Fig. 1: run 1, selected gate families
Drawn at 2 px/um.
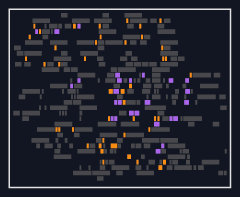
Fig. 2: run 1, supply network
Drawn at 3 px/um. Pins as bars on the die edge.
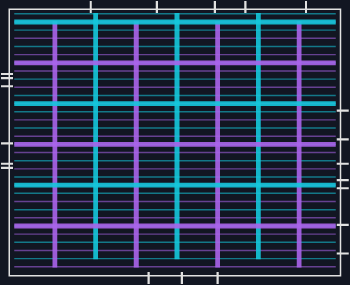
Fig. 3: run 1, signal wires by layer
Drawn at 4 px/um.
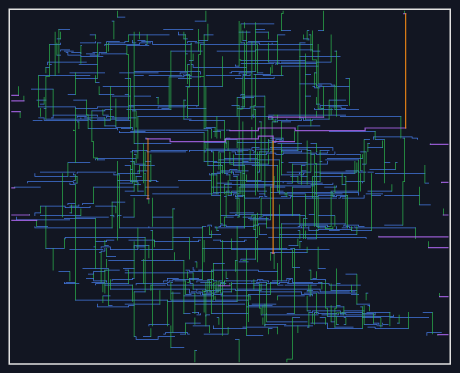
`config.mk`:
```
export PLATFORM = sky130hd
export DESIGN_NAME = keypad_digit_scanner
export DESIGN_NICKNAME = d
export VERILOG_FILES = /design/src/rtl/keypad_digit_scanner.sv
export SDC_FILE = /design/constraint.sdc
export NUM_CORES = 1
export LEC_CHECK = 0
export CAP_MARGIN = 5
export CORE_ASPECT_RATIO = 0.8
export CORE_UTILIZATION = 28
export DETAILED_ROUTE_END_ITERATION = 10
export PLACE_DENSITY = 0.4
export SYNTH_ARGS = -nofsm -noshare
export SYNTH_HDL_FRONTEND = slang
export SYNTH_SLANG_ARGS = --single-unit
```
`constraint.sdc`:
```
create_clock -name clk -period 8.35 [get_ports clk]
set_clock_uncertainty 0.15 [all_clocks]
set_input_delay 1.2525 -clock clk [delete_from_list [all_inputs] [get_ports clk]]
set_output_delay 1.2525 -clock clk [all_outputs]
set_load 0.01 [all_outputs]
```
`src/rtl/keypad_digit_scanner.sv`:
```
// Keypad digit buffer driving a time-multiplexed common-anode 7-segment display.
// Define DIGIT_BLANK_EN to keep positions that have not been entered dark.
module keypad_digit_scanner #(
    parameter int NUM_DIGITS = 4,
    parameter int SCAN_DIV   = 50000
) (
    input  logic                  clk,
    input  logic                  reset_n,
    input  logic [3:0]            key_num,
    input  logic                  key_valid,
    input  logic                  clear,
    output logic [7:0]            leds,
    output logic [NUM_DIGITS-1:0] digit_en,
    output logic                  full
);

    localparam int PW = (SCAN_DIV > 1) ? $clog2(SCAN_DIV) : 1;
    localparam int IW = (NUM_DIGITS > 1) ? $clog2(NUM_DIGITS) : 1;
    localparam int CW = $clog2(NUM_DIGITS + 1);

    logic [3:0]            r_buf [NUM_DIGITS];
    logic [CW-1:0]         r_count;
    logic [PW-1:0]         r_presc;
    logic [IW-1:0]         r_idx;
    logic [7:0]            r_leds;
    logic [NUM_DIGITS-1:0] r_digit_en;

    logic                  w_tick;
    logic [IW-1:0]         w_idx_next;
    logic [3:0]            w_digit;
    logic [7:0]            w_hex;
    logic [7:0]            w_seg;

    assign w_tick     = (r_presc == PW'(SCAN_DIV - 1));
    assign w_idx_next = (r_idx == IW'(NUM_DIGITS - 1)) ? '0 : r_idx + 1'b1;
    assign w_digit    = r_buf[w_idx_next];

    // NOTE: every always_comb output gets a default first so no path can infer a latch.
    always_comb begin
        w_hex = 8'hFF;
        case (w_digit)
            4'h0: w_hex = 8'hC0;
            4'h1: w_hex = 8'hF9;
            4'h2: w_hex = 8'hA4;
            4'h3: w_hex = 8'hB0;
            4'h4: w_hex = 8'h99;
            4'h5: w_hex = 8'h92;
            4'h6: w_hex = 8'h82;
            4'h7: w_hex = 8'hF8;
            4'h8: w_hex = 8'h80;
            4'h9: w_hex = 8'h90;
            4'hA: w_hex = 8'h88;
            4'hB: w_hex = 8'h83;
            4'hC: w_hex = 8'hC6;
            4'hD: w_hex = 8'hA1;
            4'hE: w_hex = 8'h86;
            4'hF: w_hex = 8'h8E;
            default: w_hex = 8'hFF;
        endcase
    end

`ifdef DIGIT_BLANK_EN
    assign w_seg = (CW'(w_idx_next) >= r_count) ? 8'hFF : w_hex;
`else
    assign w_seg = w_hex;
`endif

    // NOTE: the digit buffer is reset too; it is tiny and a reset must leave no stale key behind.
    always_ff @(posedge clk or negedge reset_n) begin
        if (!reset_n) begin
            for (int i = 0; i < NUM_DIGITS; i++) r_buf[i] <= 4'h0;
            r_count <= '0;
        end else if (clear) begin
            for (int i = 0; i < NUM_DIGITS; i++) r_buf[i] <= 4'h0;
            r_count <= '0;
        end else if (key_valid) begin
            for (int i = NUM_DIGITS - 1; i > 0; i--) r_buf[i] <= r_buf[i-1];
            r_buf[0] <= key_num;
            if (r_count != CW'(NUM_DIGITS)) r_count <= r_count + 1'b1;
        end
    end

    // NOTE: sequential state uses non-blocking assignments so every register samples pre-edge values.
    always_ff @(posedge clk or negedge reset_n) begin
        if (!reset_n) begin
            r_presc <= '0;
        end else if (w_tick) begin
            r_presc <= '0;
        end else begin
            r_presc <= r_presc + 1'b1;
        end
    end

    // Index, digit select and segments move together on the tick edge to avoid ghosting.
    always_ff @(posedge clk or negedge reset_n) begin
        if (!reset_n) begin
            r_idx      <= '0;
            r_digit_en <= NUM_DIGITS'(1);
            r_leds     <= 8'hFF;
        end else if (w_tick) begin
            r_idx      <= w_idx_next;
            r_digit_en <= NUM_DIGITS'(1) << w_idx_next;
            r_leds     <= w_seg;
        end
    end

    assign leds     = r_leds;
    assign digit_en = r_digit_en;
    assign full     = (r_count == CW'(NUM_DIGITS));

endmodule

```
==> qor.yml, run 1 <==
clock_network:
  path_clk_slew_ns: 0.07
  cts_sinks: 48
  ctsLongestPathBuffers: 2
  ctsResizeCount: 0
  post_cts_buffers: 0
routing:
  via_per_inst: 4.79
  ant_nets: 0
  firstDrtPassIters: 4
sta:
  rsz0062_at_grt: "no"
  fin_crit_ns: 3.66
  hold_viol_final: 0
  timing.slew.headroom_pct: 31.3
  period_used_pct: 43.8
logic_synthesis:
  edf_count: 0
  yosys_cells: 256
  synth_top_area_share_pct: 38.4
  syn_area_um2: 2610
  ys.flops: 48
  topCellsByArea: "dfrtp_1 38%, mux2i_1 11%, dfstp_2 8.1%"
  ys_seq_share_pct: 46.4
  netlist_instances: 256
  yosysUniqueCellTypes: 42
  top_area_cell: "dfrtp_1"
  common_cells: "40 x dfrtp_1, 33 x nor2_1, 29 x mux2i_1"
  ys_area_um2: 2610
  top_cell: "dfrtp_1"
power:
  internal_power_uw: 389
  p_leak_uw: 0.00136
  p_sw_uw: 111
setup_path:
  worst-setup-path-type: "register to register"
  worst-path-max-fanout: 13
  end_kind: "register"
final_layout:
  diodes: 0
  synthToLayoutAreaGrowth_pct: 16.9
  drive_gt1_share_pct: 10.6
  nets: 293
floorplan:
  core_um2: 9040
  rows: 31
  dieArea_um2: 9700
grt:
  antenna_found_initial: 0
  grt_pass1_wl_um: 9110
  grt_max_degree: 49
  grt-ovfl-total: 0
  grt_pass1_vias: 1693
job:
  tool_warnings: 35
hold_path:
  min_path_type: "register to register"
status:
  status: "finished clean"
About Fig. 1:
| colour | family | cells | most used |
|---|---|---|---|
| orange | NOR gates | 44 | nor2_1 |
| purple | inverting AOI/OAI gates | 26 | a21oi_1 |
most frequent logic cell in the layout: dfrtp_1
fraction of area in multi-input gates: 42.4%

About Fig. 2:
| colour | net |
|---|---|
| cyan | VDD |
| purple | VSS |
met5 straps: 6
met4 straps: 7
rows: 31
met1 rails: 32
signal pins: 21
die width: 110 um
peak supply drop: 0.0761 mV
Chip Height: 88.3 um

About Fig. 3:
| colour | layer | wire length |
|---|---|---|
| purple | met3 | 155 um |
| green | met2 | 2100 um |
| orange | met4 | 71.4 um |
| blue | met1 | 3090 um |
via count: 1858
Routed WL: 5420 um
GRT Overall Usage: 12.3%
wire length per cell: 14.0 um

-- run 1: metal layers --
metal	up-vias	part of all wire [%]	track usage, %	routed length, um
met1	897	57	19.5	3090
met5	-	0	0	0
met4	0	1.3	4.00	71
met3	6	2.9	2.95	155
met2	24	39	15.7	2100
li1	931	-	-	-
-- run 1: power groups by stage --
stage / combinational (uW) / sequential [uW] / clock, uW
6_report: 30.8 / 239 / 231
3_3_place_gp: 31.7 / 243 / 0
2_1_floorplan: 19.0 / 242 / 0
3_5_place_dp: 31.5 / 243 / 0
4_1_cts: 31.6 / 239 / 239
5_1_grt: 35.3 / 239 / 247
-- run 1: worst paths after layout --
check / from / end / slack [ns] / cells past startpoint
min in group asynchronous: reset_n / r_presc[13] / 0.90 / 2
worst max register to register: r_idx[0] / leds[3] / 4.69 / 9
max in group asynchronous: reset_n / r_buf[0] / 6.69 / 2
worst max-delay path: r_idx[0] / leds[3] / 4.69 / 9
worst min-delay path: digit_en[0] / digit_en[0] / 0.31 / 2
worst min register to register: digit_en[0] / digit_en[0] / 0.31 / 2
-- run 1: cells by family (layout without fill, tap and decap cells) --
group | after synthesis | after routing | synth area share, %
flops | 48 | 48 | 46.4
buf+inv | 22 | 39 | 4.03
mux | 36 | 36 | 14.4
simple gates | 96 | 96 | 17.5
xor+xnor | 13 | 13 | 4.37
compound gates | 27 | 27 | 6.91
other cells | 1 | 1 | 0.144
fa+ha+maj | 13 | 13 | 6.24
-- run 1: critical path, stage by stage (launching register included) --
cell and delay, ns:
dfrtp_1 0.49, inv_1 0.11, ha_1 0.65, mux2_2 0.42
o21ai_0 0.46, ha_1 0.35, or3b_2 0.19, o22ai_1 0.08
o311a_2 0.41, a211oi_1 0.23
-- run 1: stage by stage --
| stage | setup slack (ns) | util [%] | instance area [um^2] | power, uW | hold WS [ns] |
|---|---|---|---|---|---|
| final | 4.69 | 33.7 | 3050 | 500 | 0.309 |
| after global routing | 4.41 | 33.7 | 3050 | 522 | 0.350 |
| after CTS | 4.69 | 33.7 | 3050 | 509 | 0.316 |
| after detailed placement | 4.72 | 31.9 | 2880 | 275 | 0.305 |
| after global placement | 4.81 | 31.9 | 2880 | 275 | 0.299 |
| after floorplan | 5.19 | - | 2610 | 261 | 0.288 |
-- run 1: registers in the layout, summed over array words and instances (netlist names) --
register,flops
r_count,3
digit_en,4
leds,7
r_presc,16
r_idx,2
r_buf,16
-- run 1: cell usage in the layout, fill, tap and decap left out, types with 4 or more instances in the layout --
cell             instances
a21oi_1                  6
nor2_1                  33
nor3_1                   6
nand2_1                 24
dfstp_2                  8
xnor2_1                  8
nand4_1                  5
inv_1                   11
clkbuf_16                5
clkdlybuf4s50_1         18
dfrtp_1                 40
nand3_1                 10
o21ai_0                  5
xor2_1                   5
mux2_2                   5
o211ai_1                 4
mux2i_1                 29
ha_1                    13
-- run 1: cell type report --
type | count | area (um^2)
clock inverters | 3 | 42.5
flip-flops and latches | 48 | 1210
repair buffers | 20 | 193
inverters | 11 | 41.3
fillers | 934 | 5990
clock buffers | 5 | 125
well taps | 115 | 144
multi-input cells | 186 | 1290
==> run 2, diff against run 1 <==
==> constraint.sdc (replaced) <==
create_clock -name clk -period 3.7 [get_ports clk]
set_clock_uncertainty 0.15 [all_clocks]
set_input_delay 0.555 -clock clk [delete_from_list [all_inputs] [get_ports clk]]
set_output_delay 0.555 -clock clk [all_outputs]
set_load 0.01 [all_outputs]
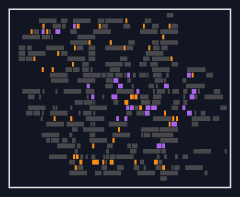
Fig. 4. Selected gate families (run 2).
Drawn at 2 px/um.
| colour | family | cells | most used |
|---|---|---|---|
| orange | NOR gates | 44 | nor2_1 |
| purple | inverting AOI/OAI gates | 26 | a21oi_1 |

==> qor.yml, run 2 <==
status:
  status: "finished clean"  # unchanged
logic_synthesis:
  ys.flops: 48  # unchanged
  edf_count: 0  # unchanged
  top_area_cell: "dfrtp_1"  # unchanged
  top_cell: "dfrtp_1"  # unchanged
  ys_area_um2: 2610  # unchanged
  yosys_cells: 256  # unchanged
  ys_seq_share_pct: 46.4  # unchanged
  common_cells: "40 x dfrtp_1, 33 x nor2_1, 29 x mux2i_1"  # unchanged
  syn_area_um2: 2610  # unchanged
routing:
  via_per_inst: 4.65  # was 4.79
  dr_wl_met2_um: 2170  # was 2100 um
  routed_wl_um: 5610  # was 5420 um
  met3_length_um: 171  # was 155 um
  ant_nets: 0  # unchanged
final_layout:
  nets: 296  # was 293
  layout_top_cells: "40 x dfrtp_1, 33 x nor2_1, 29 x mux2i_1"  # unchanged
  postLayoutCellArea_um2: 3100  # was 3050 um^2
  diodes: 0  # unchanged
  synthToLayoutAreaGrowth_pct: 18.8  # was 16.9%
  final_common_cell: "dfrtp_1"  # unchanged
setup_path:
  r2r_slack_ns: 0.26  # was 4.69 ns
  worst-path-max-fanout: 8  # was 13
  worst-setup-path-type: "register to register"  # unchanged
sta:
  timing.slew.headroom_pct: 43.3  # was 31.3%
  hold_viol_final: 0  # unchanged
  rsz0062_at_grt: "no"  # unchanged
  period_used_pct: 93.0  # was 43.8%
grt:
  grt-ovfl-total: 0  # unchanged
  grt_max_degree: 37  # was 49
  grt_pass1_wl_um: 9550  # was 9110 um
  grt_pass1_vias: 1801  # was 1693
  antenna_found_initial: 0  # unchanged
placed_design:
  dpl_cell_area_um2: 2900  # was 2880 um^2
clock_network:
  ctsResizeCount: 0  # unchanged
  cts_sinks: 48  # unchanged
  path_clk_slew_ns: 0.07  # about the same
power:
  p_leak_uw: 0.00139  # was 0.00136 uW
  peakVddDrop_mv: 0.254  # was 0.0761 mV
job:
  tool_warnings: 35  # unchanged
floorplan:
  die_w_um: 110  # unchanged
hold_path:
  min_path_type: "input pin to asynchronous set/reset pin"  # was register to register
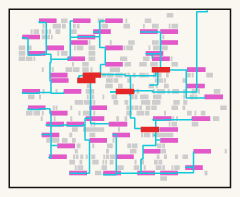
Fig. 5. Clock distribution (run 2).
Drawn at 2 px/um.
[cyan] clock wires | length: 713 um
[magenta] flip-flops | count: 48
[red] cells driving clock nets | count: 5
flops lie: all over the die
Clock Power Share: 49.5%
Worst-Skew Late Latency: 0.29 ns
P_clk: 596 uW

[run 2: cell counts after synthesis]
Identical to the previous run, type by type.
[run 2: layout make-up]
| class | count | area (um^2) |
|---|---|---|
| inverters | 11 | 41.3 |
| clock buffers | 5 | 125 |
| flip-flops and latches | 48 | 1210 |
| well taps | 115 | 144 |
| fillers | 919 | 5940 |
| multi-input cells | 186 | 1290 |
| clock inverters | 3 | 68.8 |
| repair buffers | 23 | 215 |
[run 2: stage by stage]
step	hold slack, ns	power [uW]	worst slack, ns	utilization, %	instances
finish	0.217	1200	0.260	34.3	391
global route	0.295	1260	0.0908	34.3	391
CTS	0.252	1230	0.295	34.3	391
global placement	0.312	620	0.420	32.1	383
floorplan	0.109	589	0.538	-	256
detailed placement	0.312	620	0.305	32.1	383
[run 2: logic make-up (layout without fill, tap and decap cells)]
kind of cell	count (synthesis)	in the layout	synth area share [%]
xor+xnor	13	13	4.37
flops	48	48	46.4
buf+inv	22	42	4.03
other cells	1	1	0.144
simple gates	96	96	17.5
mux	36	36	14.4
compound gates	27	27	6.91
fa+ha+maj	13	13	6.24
[run 2: where the power goes]
group          total (uW)  switching [uW]  internal [uW]
Sequential            539            6.70            532
Clock                 596             206            390
Combinational        69.7            41.3           28.4
[run 2: metal layers]
metal / vias to the layer above / global-route usage, %
met2: 24 / 18.0
met1: 864 / 19.7
met3: 5 / 3.31
met5: - / 0
met4: 0 / 3.64
li1: 925 / -
[run 2: path summary, 6_finish.rpt]
| path | depth (start not counted) | startpoint | to |
|---|---|---|---|
| worst min register to register | 2 | digit_en[0] | digit_en[0] |
| worst max-delay path | 9 | r_idx[0] | leds[3] |
| worst min-delay path | 1 | reset_n | r_presc[11] |
| worst max register to register | 9 | r_idx[0] | leds[3] |
| min in group clk | 2 | digit_en[0] | digit_en[0] |
| max in group asynchronous | 2 | reset_n | leds[2] |
[run 2: worst max-delay path: stages, from the launching register on]
cell and delay [ns]:
dfrtp_1 0.48, inv_1 0.12, ha_1 0.42, mux2_2 0.38, o21ai_0 0.52, ha_1 0.37, or3b_2 0.20, o22ai_1 0.09
o311a_2 0.41, a211oi_1 0.22
==> run 3, diff against run 2 <==
--- a/config.mk
+++ b/config.mk
@@ -9,7 +9,9 @@
 export CORE_ASPECT_RATIO = 0.8
 export CORE_UTILIZATION = 28
 export DETAILED_ROUTE_END_ITERATION = 10
+export GPL_ROUTABILITY_DRIVEN = 0
 export PLACE_DENSITY = 0.4
+export SKIP_CTS_REPAIR_TIMING = 1
 export SYNTH_ARGS = -nofsm -noshare
 export SYNTH_HDL_FRONTEND = slang
 export SYNTH_SLANG_ARGS = --single-unit
==> constraint.sdc (replaced) <==
create_clock -name clk -period 3.7 [get_ports clk]
set_clock_uncertainty 0.15 [all_clocks]
set_input_delay 0.555 -clock clk [delete_from_list [all_inputs] [get_ports clk]]
set_output_delay 0.555 -clock clk [all_outputs]
set_load 0.005 [all_outputs]
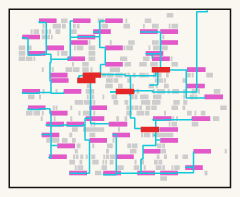
Fig. 6. Clock distribution (run 3).
Drawn at 2 px/um.
[red] cells driving clock nets | count: 5
[cyan] clock wires | length: 713 um
[magenta] flip-flops | count: 48
routed clock nets: 6

==> qor.yml, run 3 <==
status:
  status: "finished clean"  # unchanged
logic_synthesis:
  top_cell: "dfrtp_1"  # unchanged
  edf_count: 0  # unchanged
  top_area_cell: "dfrtp_1"  # unchanged
  ys_seq_share_pct: 46.4  # unchanged
  netlist_instances: 256  # unchanged
  yosysUniqueCellTypes: 42  # unchanged
  syn_area_um2: 2610  # unchanged
  synth_top_area_share_pct: 38.4  # unchanged
  topCellsByArea: "dfrtp_1 38%, mux2i_1 11%, dfstp_2 8.1%"  # unchanged
  yosys_cells: 256  # unchanged
routing:
  routed_wl_um: 5610  # unchanged
  via_per_inst: 4.65  # unchanged
  vias: 1818  # unchanged
  ant_nets: 0  # unchanged
clock_network:
  clkLatencyLatePin_ns: 0.29  # about the same
  cts_sinks: 48  # unchanged
  ctsLongestPathBuffers: 2  # unchanged
  path_clk_slew_ns: 0.07  # about the same
final_layout:
  drive_gt1_share_pct: 11.6  # unchanged
  synthToLayoutAreaGrowth_pct: 18.8  # unchanged
  final_util_pct: 34.3  # unchanged
power:
  total_power_uw: 1200  # about the same
  p_leak_uw: 0.00139  # unchanged
  peakVddDrop_mv: 0.254  # unchanged
floorplan:
  die_h_um: 88.3  # unchanged
  rows: 31  # unchanged
  dieArea_um2: 9700  # unchanged
grt:
  grt_max_degree: 37  # unchanged
  antenna_found_initial: 0  # unchanged
  grt_pass1_vias: 1801  # unchanged
  grt_usage_pct: 13.0  # unchanged
hold_path:
  min_path_type: "input pin to asynchronous set/reset pin"  # unchanged
job:
  tool_warnings: 35  # unchanged
sta:
  period_used_pct: 93.0  # unchanged
  hold_viol_final: 0  # unchanged
setup_path:
  worst-setup-path-type: "register to register"  # unchanged
placed_design:
  post-place-cells: 383  # unchanged
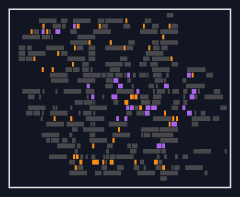
Fig. 7. Selected gate families (run 3).
Drawn at 2 px/um.
| colour | family | cells | most used |
|---|---|---|---|
| orange | NOR gates | 44 | nor2_1 |
| purple | inverting AOI/OAI gates | 26 | a21oi_1 |
number of cells in the finished layout apart from fillers: 391
fraction of area in multi-input gates: 41.7%

## run 3: final timing paths
path	cells past startpoint	endpoint	from	slack, ns
min reg2reg	2	digit_en[0]	digit_en[0]	0.32
max	9	leds[3]	r_idx[0]	0.26
max in group asynchronous	2	leds[2]	reset_n	2.40
max reg2reg	9	leds[3]	r_idx[0]	0.26
min	1	r_presc[11]	reset_n	0.22
min in group clk	2	digit_en[0]	digit_en[0]	0.32
## run 3: per-layer routing
layer | GRT usage [%] | vias up | part of all wire [%]
li1 | - | 925 | -
met1 | 19.7 | 864 | 57
met2 | 18.0 | 24 | 39
met3 | 3.31 | 5 | 3.0
met4 | 3.64 | 0 | 1.1
met5 | 0 | - | 0
## run 3: logic make-up (layout without fill, tap and decap cells)
family | count (synthesis) | count (layout) | synth area share [%]
and+or+nand+nor | 96 | 96 | 17.5
other | 1 | 1 | 0.144
buffers and inverters | 22 | 42 | 4.03
muxes | 36 | 36 | 14.4
xor gates and xnor gates | 13 | 13 | 4.37
DFF | 48 | 48 | 46.4
adders and majority gates | 13 | 13 | 6.24
AOI/OAI and AO/OA | 27 | 27 | 6.91
## run 3: layout make-up
type / count / area, um^2
Clock buffer: 5 / 125
Tap cell: 115 / 144
Clock inverter: 3 / 68.8
Sequential cell: 48 / 1210
Multi-Input combinational cell: 186 / 1290
Fill cell: 919 / 5940
Inverter: 11 / 41.3
Timing Repair Buffer: 23 / 215
## run 3: metrics by stage
step	instance area, um^2	worst slack (ns)
6_report	3100	0.260
5_1_grt	3100	0.0908
4_1_cts	3100	0.295
3_5_place_dp	2900	0.305
3_3_place_gp	2900	0.420
2_1_floorplan	2610	0.538
## run 3: critical path, cell delays in order (launching register included)
cell and delay (ns):
dfrtp_1 0.48, inv_1 0.12, ha_1 0.42, mux2_2 0.38
o21ai_0 0.52, ha_1 0.37, or3b_2 0.20, o22ai_1 0.09
o311a_2 0.41, a211oi_1 0.22
## run 3: where the power goes
part	switching, uW	internal [uW]
Combinational	41.0	28.4
Sequential	6.70	532
Clock	206	390
Power is estimated from default activity; no workload was simulated.
